### config.mk
export PLATFORM = sky130hd
export DESIGN_NAME = des_block_serializer_flat
export DESIGN_NICKNAME = d
export VERILOG_FILES = /design/src/rtl/des_stream_pkg.sv /design/src/rtl/des_block_serializer_if.sv /design/src/rtl/des_block_fifo.sv /design/src/rtl/des_block_serializer.sv /design/src/flat_wrapper.sv
export SDC_FILE = /design/constraint.sdc
export NUM_CORES = 1
export LEC_CHECK = 0
export ABC_CLOCK_PERIOD_IN_PS = 5100
export CORE_MARGIN = 2
export CORE_UTILIZATION = 44
export DETAILED_ROUTE_END_ITERATION = 10
export PLACE_DENSITY = 0.67
export SLEW_MARGIN = 10
export SYNTH_ARGS = -nofsm -noshare
export SYNTH_HDL_FRONTEND = slang
export SYNTH_SLANG_ARGS = --single-unit
### constraint.sdc
create_clock -name clk -period 5.1 [get_ports clk]
set_input_delay 0.51 -clock clk [delete_from_list [all_inputs] [get_ports clk]]
set_output_delay 0.51 -clock clk [all_outputs]
set_load 0.01 [all_outputs]
### src/rtl/des_stream_pkg.sv
// Shared definitions for the DES output byte stream.
//   BLOCK_W/BYTE_W/BYTES_PER_BLOCK : block and byte geometry
//   ser_state_t                    : serializer FSM states
//   block_byte()                   : byte k of a block, MSB first
package des_stream_pkg;

  localparam int unsigned BLOCK_W         = 64;
  localparam int unsigned BYTE_W          = 8;
  localparam int unsigned BYTES_PER_BLOCK = 8;
  localparam int unsigned IDX_W           = $clog2(BYTES_PER_BLOCK);

  typedef enum logic {
    IDLE = 1'b0,
    SEND = 1'b1
  } ser_state_t;

  // Byte k is blk[63-8k -: 8]: shift the wanted byte to the top and take it.
  function automatic logic [BYTE_W-1:0] block_byte(input logic [BLOCK_W-1:0] blk,
                                                   input logic [IDX_W-1:0]   k);
    logic [BLOCK_W-1:0] sh;
    sh = blk << {k, 3'b000};
    return sh[BLOCK_W-1 -: BYTE_W];
  endfunction

endpackage

### src/rtl/des_block_serializer_if.sv
// Byte stream valid/ready handshake.
//   byte_data  : current byte
//   byte_valid : byte_data valid
//   byte_ready : sink accepts byte this cycle
//   byte_last  : final byte of a block
interface des_block_serializer_if;
  import des_stream_pkg::*;

  logic [BYTE_W-1:0] byte_data;
  logic              byte_valid;
  logic              byte_ready;
  logic              byte_last;

  modport master (output byte_data, output byte_valid, output byte_last, input byte_ready);
  modport slave  (input byte_data, input byte_valid, input byte_last, output byte_ready);

endinterface

### src/rtl/des_block_fifo.sv
// DEPTH x 64 synchronous block FIFO, combinational head read.
//   clk, rst     : clock, synchronous active-high reset
//   push, wdata  : write request and block
//   pop, rdata   : read request and head block
//   count        : occupancy ($clog2(DEPTH)+1 bits)
//   full, empty  : occupancy flags
module des_block_fifo
  import des_stream_pkg::*;
#(
  parameter int unsigned DEPTH = 2
) (
  input  logic                     clk,
  input  logic                     rst,
  input  logic                     push,
  input  logic                     pop,
  input  logic [BLOCK_W-1:0]       wdata,
  output logic [BLOCK_W-1:0]       rdata,
  output logic [$clog2(DEPTH):0]   count,
  output logic                     full,
  output logic                     empty
);

  localparam int unsigned PTR_W = $clog2(DEPTH);
  localparam int unsigned CNT_W = PTR_W + 1;

  logic [BLOCK_W-1:0] mem [DEPTH];
  logic [PTR_W-1:0]   wptr;
  logic [PTR_W-1:0]   rptr;
  logic               do_push;
  logic               do_pop;

  // A push while full is accepted only if the head leaves in the same cycle.
  assign do_pop  = pop & ~empty;
  assign do_push = push & (~full | do_pop);

  assign full  = (count == CNT_W'(DEPTH));
  assign empty = (count == '0);
  assign rdata = mem[rptr];

  // Storage: no reset needed, occupancy tracking guards every read.
  always_ff @(posedge clk) begin
    if (do_push) mem[wptr] <= wdata;
  end

  // Pointers and occupancy.
  always_ff @(posedge clk) begin
    if (rst) begin
      wptr  <= '0;
      rptr  <= '0;
      count <= '0;
    end else begin
      if (do_push) wptr <= wptr + PTR_W'(1);
      if (do_pop)  rptr <= rptr + PTR_W'(1);
      case ({do_push, do_pop})
        2'b10:   count <= count + CNT_W'(1);
        2'b01:   count <= count - CNT_W'(1);
        default: count <= count;
      endcase
    end
  end

endmodule

### src/rtl/des_block_serializer.sv
// Captures completed triple-DES blocks on the rising edge of done, buffers
// them and streams each one out as 8 bytes, MSB first.
//   clk, rst          : clock, synchronous active-high reset
//   done              : block-complete strobe (may be held)
//   output_data_block : block to capture while done is high
//   byte_if           : byte stream (master side)
//   stall             : FIFO full, controller must hold off the core
//   empty             : nothing buffered and no byte pending
//   overflow          : sticky, a block was dropped
module des_block_serializer
  import des_stream_pkg::*;
#(
  parameter int unsigned DEPTH = 2
) (
  input  logic                    clk,
  input  logic                    rst,
  input  logic                    done,
  input  logic [BLOCK_W-1:0]      output_data_block,
  des_block_serializer_if.master  byte_if,
  output logic                    stall,
  output logic                    empty,
  output logic                    overflow
);

  localparam int unsigned CNT_W = $clog2(DEPTH) + 1;
  localparam logic [IDX_W-1:0] LAST_IDX = IDX_W'(BYTES_PER_BLOCK - 1);

  ser_state_t          state;
  logic [IDX_W-1:0]    idx;
  logic                valid_q;
  logic                done_q;

  logic                capture_c;
  logic                xfer_c;
  logic                pop_c;
  logic [BLOCK_W-1:0]  head;
  logic [CNT_W-1:0]    fifo_count;
  logic                fifo_full;
  logic                fifo_empty;

  assign capture_c = done & ~done_q;
  assign xfer_c    = valid_q & byte_if.byte_ready;
  assign pop_c     = xfer_c & (idx == LAST_IDX);

  des_block_fifo #(.DEPTH(DEPTH)) u_fifo (
    .clk   (clk),
    .rst   (rst),
    .push  (capture_c),
    .pop   (pop_c),
    .wdata (output_data_block),
    .rdata (head),
    .count (fifo_count),
    .full  (fifo_full),
    .empty (fifo_empty)
  );

  // Byte mux is driven from flops only; held stable until the transfer.
  assign byte_if.byte_valid = valid_q;
  assign byte_if.byte_data  = valid_q ? block_byte(head, idx) : '0;
  assign byte_if.byte_last  = valid_q & (idx == LAST_IDX);

  assign stall = fifo_full;
  assign empty = fifo_empty;

  // Edge detect, sticky overflow and the byte-sending FSM.
  always_ff @(posedge clk) begin
    if (rst) begin
      state    <= IDLE;
      idx      <= '0;
      valid_q  <= 1'b0;
      done_q   <= 1'b0;
      overflow <= 1'b0;
    end else begin
      done_q <= done;
      if (capture_c & fifo_full & ~pop_c) overflow <= 1'b1;

      unique case (state)
        IDLE: begin
          if (!fifo_empty) begin
            state   <= SEND;
            valid_q <= 1'b1;
            idx     <= '0;
          end
        end
        SEND: begin
          if (xfer_c) begin
            if (idx == LAST_IDX) begin
              idx <= '0;
              // Another block remains if one is behind the head or arrives now.
              if ((fifo_count > CNT_W'(1)) || capture_c) begin
                state   <= SEND;
                valid_q <= 1'b1;
              end else begin
                state   <= IDLE;
                valid_q <= 1'b0;
              end
            end else begin
              idx <= idx + IDX_W'(1);
            end
          end
        end
        default: begin
          state   <= IDLE;
          valid_q <= 1'b0;
        end
      endcase
    end
  end

endmodule

### src/flat_wrapper.sv
// flat-port wrapper written by rule: the top's interface ports become plain ports
module des_block_serializer_flat import des_stream_pkg::*;
#(
  parameter int unsigned DEPTH = 2
)
  (clk, rst, done, output_data_block, stall, empty, overflow, byte_if_byte_data, byte_if_byte_valid, byte_if_byte_last, byte_if_byte_ready);
  des_block_serializer_if byte_if_i ();
  input  logic clk;
  input  logic rst;
  input  logic done;
  input  logic [BLOCK_W-1:0] output_data_block;
  output logic stall;
  output logic empty;
  output logic overflow;
  output wire logic [$bits(byte_if_i.byte_data)-1:0] byte_if_byte_data;
  output wire logic [$bits(byte_if_i.byte_valid)-1:0] byte_if_byte_valid;
  output wire logic [$bits(byte_if_i.byte_last)-1:0] byte_if_byte_last;
  input wire logic [$bits(byte_if_i.byte_ready)-1:0] byte_if_byte_ready;
  assign byte_if_byte_data = byte_if_i.byte_data;
  assign byte_if_byte_valid = byte_if_i.byte_valid;
  assign byte_if_byte_last = byte_if_i.byte_last;
  assign byte_if_i.byte_ready = byte_if_byte_ready;
  des_block_serializer #(.DEPTH(DEPTH)) u_core (.clk(clk), .rst(rst), .done(done), .output_data_block(output_data_block), .byte_if(byte_if_i), .stall(stall), .empty(empty), .overflow(overflow));
endmodule
**Run 1: a small window of the routed layout**

The bar under the picture is 10 um long. Region (46, 22) to (71, 47) um. Cells in grey, sequential cells in the stronger grey; small squares are vias.
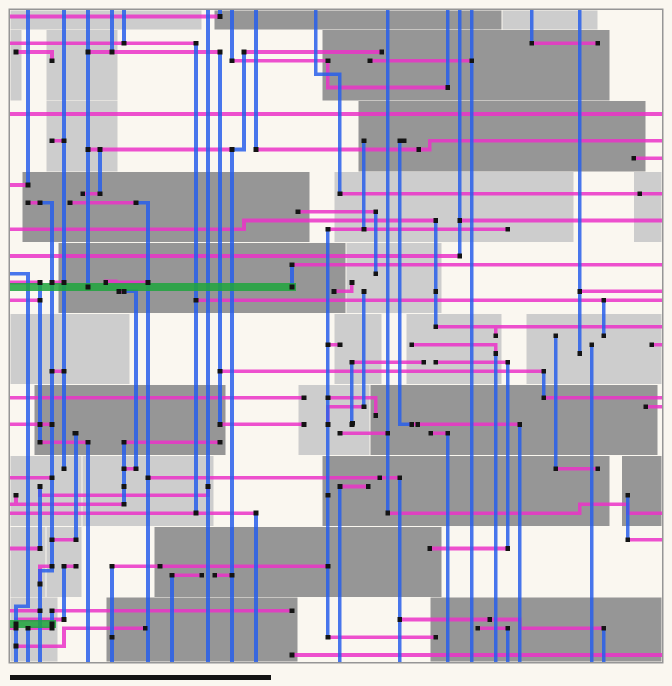
colour	layer
green	metal 3
magenta	metal 1
blue	metal 2
netlist names of flops here include	u_core.u_fifo.mem (8)
sequential cells in the window	10
most frequent	edfxtp_1 (8)
cells with their middle in the window	23

**Run 1: logic cells by family**

The bar under the picture is 20 um long.
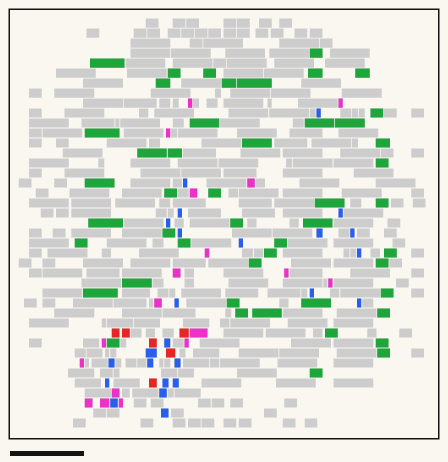
colour	family	cells
green	mux cells	48
magenta	nor cells	18
blue	nand cells	24
red	and/or cells	6
Cell Count, Final, Fillers Out: 586
multi-input logic portion of the cell area: 19.0%
most frequent logic cell in the layout: sky130_fd_sc_hd__edfxtp_1

**Run 1: cell placement**

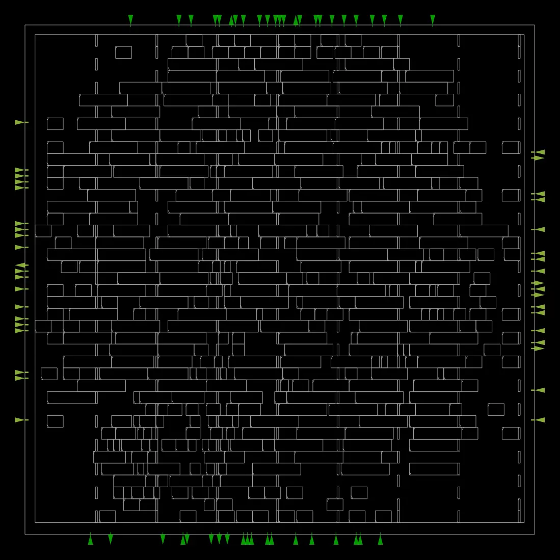
utilization after layout: 57.0%
number of placement rows: 41

==> ds_physical_params.txt, run 1 <==
Summary of implementation characteristics

Parameter                              Value

Power and ir drop
  Share of total power in the clock network .................. between 30% and 40%
  Power density normalized to cell area .................. 422 nW/um2
  Main power-consuming group .................. registers
  Comb power frac .................. 12.0%
  Switching pwr .................. approximately 680 uW

Final layout
  Flop count .................. 140
  Signal buf overhead .................. 12.0%
  Sequential share of cell area .................. approximately 58%
  Number of nets in the final layout .................. around 470
  Registers with the most flip-flops .................. u_core.u_fifo.mem (128), u_core.idx (3), u_core.u_fifo.count (2)
  Fraction of layout instances using a drive strength above 1 .................. 14.3%
  Count of multi-input gates .................. 149

Clock network
  Clock transition at the register clock pins on the worst setup and hold paths after CTS .................. 60 ps
  Clk Tree Root Cell .................. sky130_fd_sc_hd__clkbuf_16
  Maximum level of the CTS H-tree .................. 4

Placement
  Gpl congestion .................. approximately 0.78

Logic synthesis
  Mean instance size in the synthesized netlist .................. 18.1 um2
  Biggest area consumer among synthesized cells .................. sky130_fd_sc_hd__edfxtp_1
  Yosys cell count .................. 307
  Most numerous cell types in the synthesized netlist .................. sky130_fd_sc_hd__edfxtp_1 (128), sky130_fd_sc_hd__mux2i_1 (26), sky130_fd_sc_hd__nand2_1 (13), sky130_fd_sc_hd__a21oi_1 (12), sky130_fd_sc_hd__dfxtp_1 (12)
  Post-Synthesis Net Count .................. 380
  Most instantiated library cell after synthesis .................. sky130_fd_sc_hd__edfxtp_1
  Synth Area in Adders .................. 1.12%

Global route
  Met2 Use GR .................. roughly 28%
  Met3 routing resource usage after global routing .................. 4.46%

Outcome
  Outcome .................. complete, no violations

Timing
  Final clock skew .................. 6.83 ps
  Slew at the pin closest to its max-slew limit .................. 815 ps

Worst setup path
  Kind of end point of the critical path .................. output port
  Data required time at the worst endpoint .................. between 4000 and 5000 ps
  Launch instance of the worst register-to-register path .................. u_core.idx[0]$_SDFFE_PP0P_
  Worst setup SP type .................. flip-flop

Die
  IO Pins .................. 81
  Y dimension of the die .................. 116 um

Routing
  DR vias/cell .................. between 5 and 6
  WL met3 .................. 430 um
## run 1: worst max path at each step
stage	from	end	slack [ps]	cells after the start
floorplan	u_core.idx[0]$_SDFFE_PP0P_	u_core.u_fifo.mem[0][0]$_DFFE_PP_	470	5
global placement	u_core.idx[0]$_SDFFE_PP0P_	u_core.u_fifo.mem[0][32]$_DFFE_PP_	1780	6
detailed placement	u_core.idx[0]$_SDFFE_PP0P_	u_core.u_fifo.mem[0][32]$_DFFE_PP_	1660	6
CTS	flip-flop	byte_if_byte_data[0]	1560	5
global route	u_core.idx[0]$_SDFFE_PP0P_	u_core.u_fifo.mem[0][33]$_DFFE_PP_	1380	6
finish	flip-flop	byte_if_byte_data[0]	1640	5
**Run 1: signal metal coverage by tile**

23 x 23 tiles, from black (low) to pale yellow (high), scaled to the fullest tile. Values are wire area over tile area, all layers added.
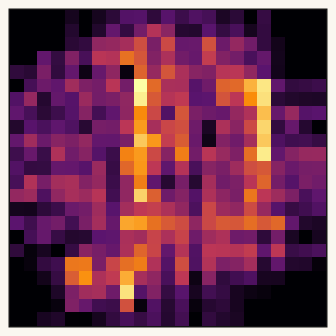

==> run 2: changes to the inputs <==
ABC_CLOCK_PERIOD_IN_PS = 3420   (was 5100)
clock period = 3.42 ns   (was 5.1 ns; I/O delays follow)
**Run 2: signal metal coverage by tile**

23 x 23 tiles, from black (low) to pale yellow (high), scaled to the fullest tile. Values are wire area over tile area, all layers added.
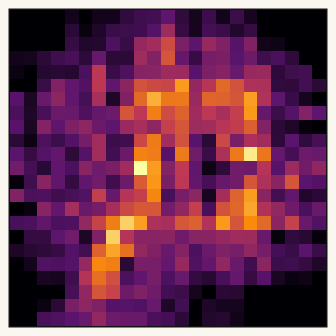
emptiest ninth of the die	top left
fullest tile	0.46
tiles over half the peak	15%
mean over tiles	0.13
nearly empty tiles	14%
densest ninth of the die	middle
vias post-DR: 3037
WL per Instance: 18.5 um

==> run 2 against run 1 <==
Net effect:
- global-route usage grew 0.79 points
- count of clock-buffer cells in the layout shrank 1
- largest cell class unchanged
- critical path type unchanged
- sequential power grew 49%
- worst hold slack gained 6.6 ps
- synthesized cell count is the same
- register-to-register slack lost 1100 ps
- wire length grew 1.1%
- critical endpoint is now byte_if_byte_data[1]
- design area grew 0.90%
- non-clock buffer count shrank 1
- core utilization grew 0.51 points
- setup slack lost 1300 ps
==> ds_physical_params.txt, run 2 <==
Summary of implementation characteristics

Parameter                              Value

Outcome
  Outcome .................. complete, no violations

Worst setup path
  Data required time at the worst endpoint .................. ~3000 ps
  Kind of end point of the critical path .................. output port
  Worst setup SP type .................. flip-flop
  Start point of the critical path .................. u_core.idx[0]$_SDFFE_PP0P_
  Launch instance of the worst register-to-register path .................. u_core.idx[0]$_SDFFE_PP0P_

Placement
  Gpl congestion .................. 0.802

Global route
  Met2 Use GR .................. 28.4%
  First-pass GRT wire length .................. about 17000 um
  Met3 routing resource usage after global routing .................. under 10%

Logic synthesis
  Mean instance size in the synthesized netlist .................. 18.1 um2
  Yosys cell count .................. 307
  Most numerous cell types in the synthesized netlist .................. sky130_fd_sc_hd__edfxtp_1 (128), sky130_fd_sc_hd__mux2i_1 (26), sky130_fd_sc_hd__nand2_1 (13), sky130_fd_sc_hd__a21oi_1 (12), sky130_fd_sc_hd__dfxtp_1 (12)
  Synth Area in Adders .................. 1.12%
  Biggest area consumer among synthesized cells .................. sky130_fd_sc_hd__edfxtp_1
  Most instantiated library cell after synthesis .................. sky130_fd_sc_hd__edfxtp_1

Final layout
  Multi-input logic portion of the cell area .................. 18.8%
  Fraction of layout instances using a drive strength above 1 .................. 14.5%
  Sequential share of cell area .................. a little under three fifths
  Signal buf overhead .................. 12.3%
  Number of nets in the final layout .................. approximately 470
  Clock tree cell share of total cell area .................. 8.49%
  Count of multi-input gates .................. 149
  Most frequent logic cell in the layout .................. sky130_fd_sc_hd__edfxtp_1
  Flop count .................. 140

Clock network
  Clk Tree Root Cell .................. sky130_fd_sc_hd__clkbuf_16
  Maximum level of the CTS H-tree .................. 4

Routing
  WL met3 .................. 518 um
  DR vias/cell .................. 5.19
  Highest signal layer in the routed design .................. met4

Die
  Y dimension of the die .................. 116 um
  IO Pins .................. between 80 and 90
  Number of placement rows .................. 41
  Number of tap cells inserted .................. 172

Power and ir drop
  Main power-consuming group .................. registers
  Switching pwr .................. between 1000 and 1500 uW
  Power density normalized to cell area .................. 641 nW/um2
  Share of total power in the clock network .................. 40.4%

Timing
  Slew at the pin closest to its max-slew limit .................. roughly 780 ps
  Max transition margin .................. 48.0%
## run 2: cell counts after synthesis
No cell type changed its count.
## run 2: critical path, stage by stage, from the launching register on
cell and delay [ps]:
sky130_fd_sc_hd__dfxtp_1 820, sky130_fd_sc_hd__nor2_1 340, sky130_fd_sc_hd__a22oi_1 310, sky130_fd_sc_hd__o2111ai_1 140, sky130_fd_sc_hd__a21oi_1 200, sky130_fd_sc_hd__clkdlybuf4s50_1 560
## run 2: through the flow
stage	util [%]	worst slack (ps)
3_3_place_gp	52.6	696
2_1_floorplan	-	11.1
4_1_cts	57.5	244
5_1_grt	57.5	86.6
3_5_place_dp	52.6	553
6_report	57.5	292
**Run 2: cell placement**

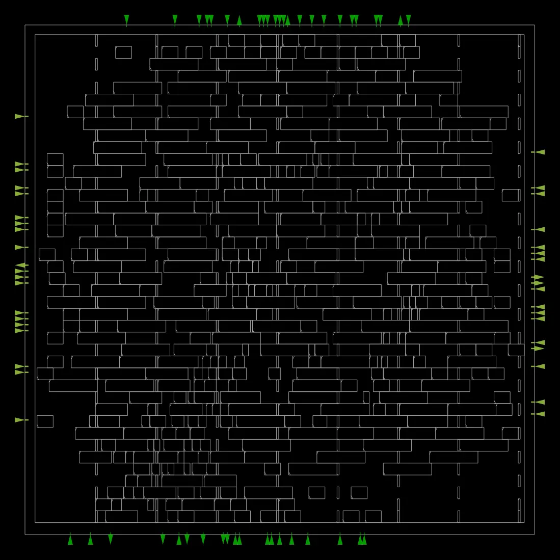

==> run 3: changes to the inputs <==
CORE_ASPECT_RATIO = 1.1   (was unset)
**Run 3: cell placement**

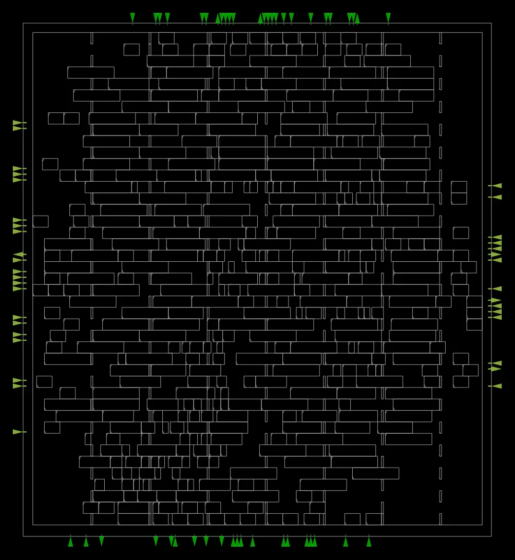
sequential share of cell area: 57.2%
number of tap cells inserted: 157
utilization after layout: 57.2%
area of the core: 12500 um2

==> run 3 against run 2 <==
Net effect:
- fmax is 4.3% higher
- sequential share of layout area is 0.17 points higher
- global-route usage is 0.86 points lower
- first-iteration DRC count is 35% lower
- sequential power hardly changed
- critical path type unchanged
==> ds_physical_params.txt, run 3 <==
Summary of implementation characteristics

Parameter                              Value

Final layout
  Count of multi-input gates .................. 149
  Number of nets in the final layout .................. between 400 and 500
  Registers with the most flip-flops .................. u_core.u_fifo.mem (128), u_core.idx (3), u_core.u_fifo.count (2)
  Cell Count, Final, Fillers Out .................. 571
  Flop count .................. 140

Worst setup path
  Buffers & Inverters on Critical Path .................. 1
  Data required time at the worst endpoint .................. 3080 ps
  Cell type of the slowest stage on the worst timing path .................. sky130_fd_sc_hd__dfxtp_1
  Cell class contributing the biggest share of worst-path delay .................. AND-OR/OR-AND gates
  Kind of end point of the critical path .................. output port

Logic synthesis
  Biggest area consumer among synthesized cells .................. sky130_fd_sc_hd__edfxtp_1
  Post-Synthesis Net Count .................. 380
  Synth Area in Adders .................. 1.12%

Clock network
  Clk Tree Root Cell .................. sky130_fd_sc_hd__clkbuf_16
  Maximum level of the CTS H-tree .................. 4

Timing
  Slew at the pin closest to its max-slew limit .................. 599 ps
  Max transition margin .................. about three fifths

Power and ir drop
  Share of total power in the clock network .................. 40.0%

Routing
  DR vias/cell .................. approximately 5.3

Outcome
  Outcome .................. complete, no violations

Global route
  First-pass GRT wire length .................. approximately 17000 um

Die
  Y dimension of the die .................. roughly 120 um

Placement
  Gpl congestion .................. 0.829
## run 3: cell counts after synthesis
No cell type changed its count.
## run 3: per-layer routing
metal  track usage [%]  vias to the layer above  share of wire (%)
met1              20.4                     1506                 42
met4              7.79                        0                1.8
li1                  -                     1427                  -
met3              3.98                       13                4.1
met2              27.7                       85                 52
met5                 0                        -                  0
## run 3: how the worst max path moves through the flow
stage	endpoint	slack, ps	depth (start not counted)
2_1_floorplan	u_core.u_fifo.mem[0][0]$_DFFE_PP_	10	5
3_3_place_gp	u_core.u_fifo.mem[0][29]$_DFFE_PP_	820	6
3_5_place_dp	u_core.u_fifo.mem[0][29]$_DFFE_PP_	740	6
4_1_cts	byte_if_byte_data[1]	360	5
5_1_grt	byte_if_byte_data[4]	280	6
6_report	byte_if_byte_data[1]	420	5
Power figures rest on the tool's default switching activity, not on a simulated workload.
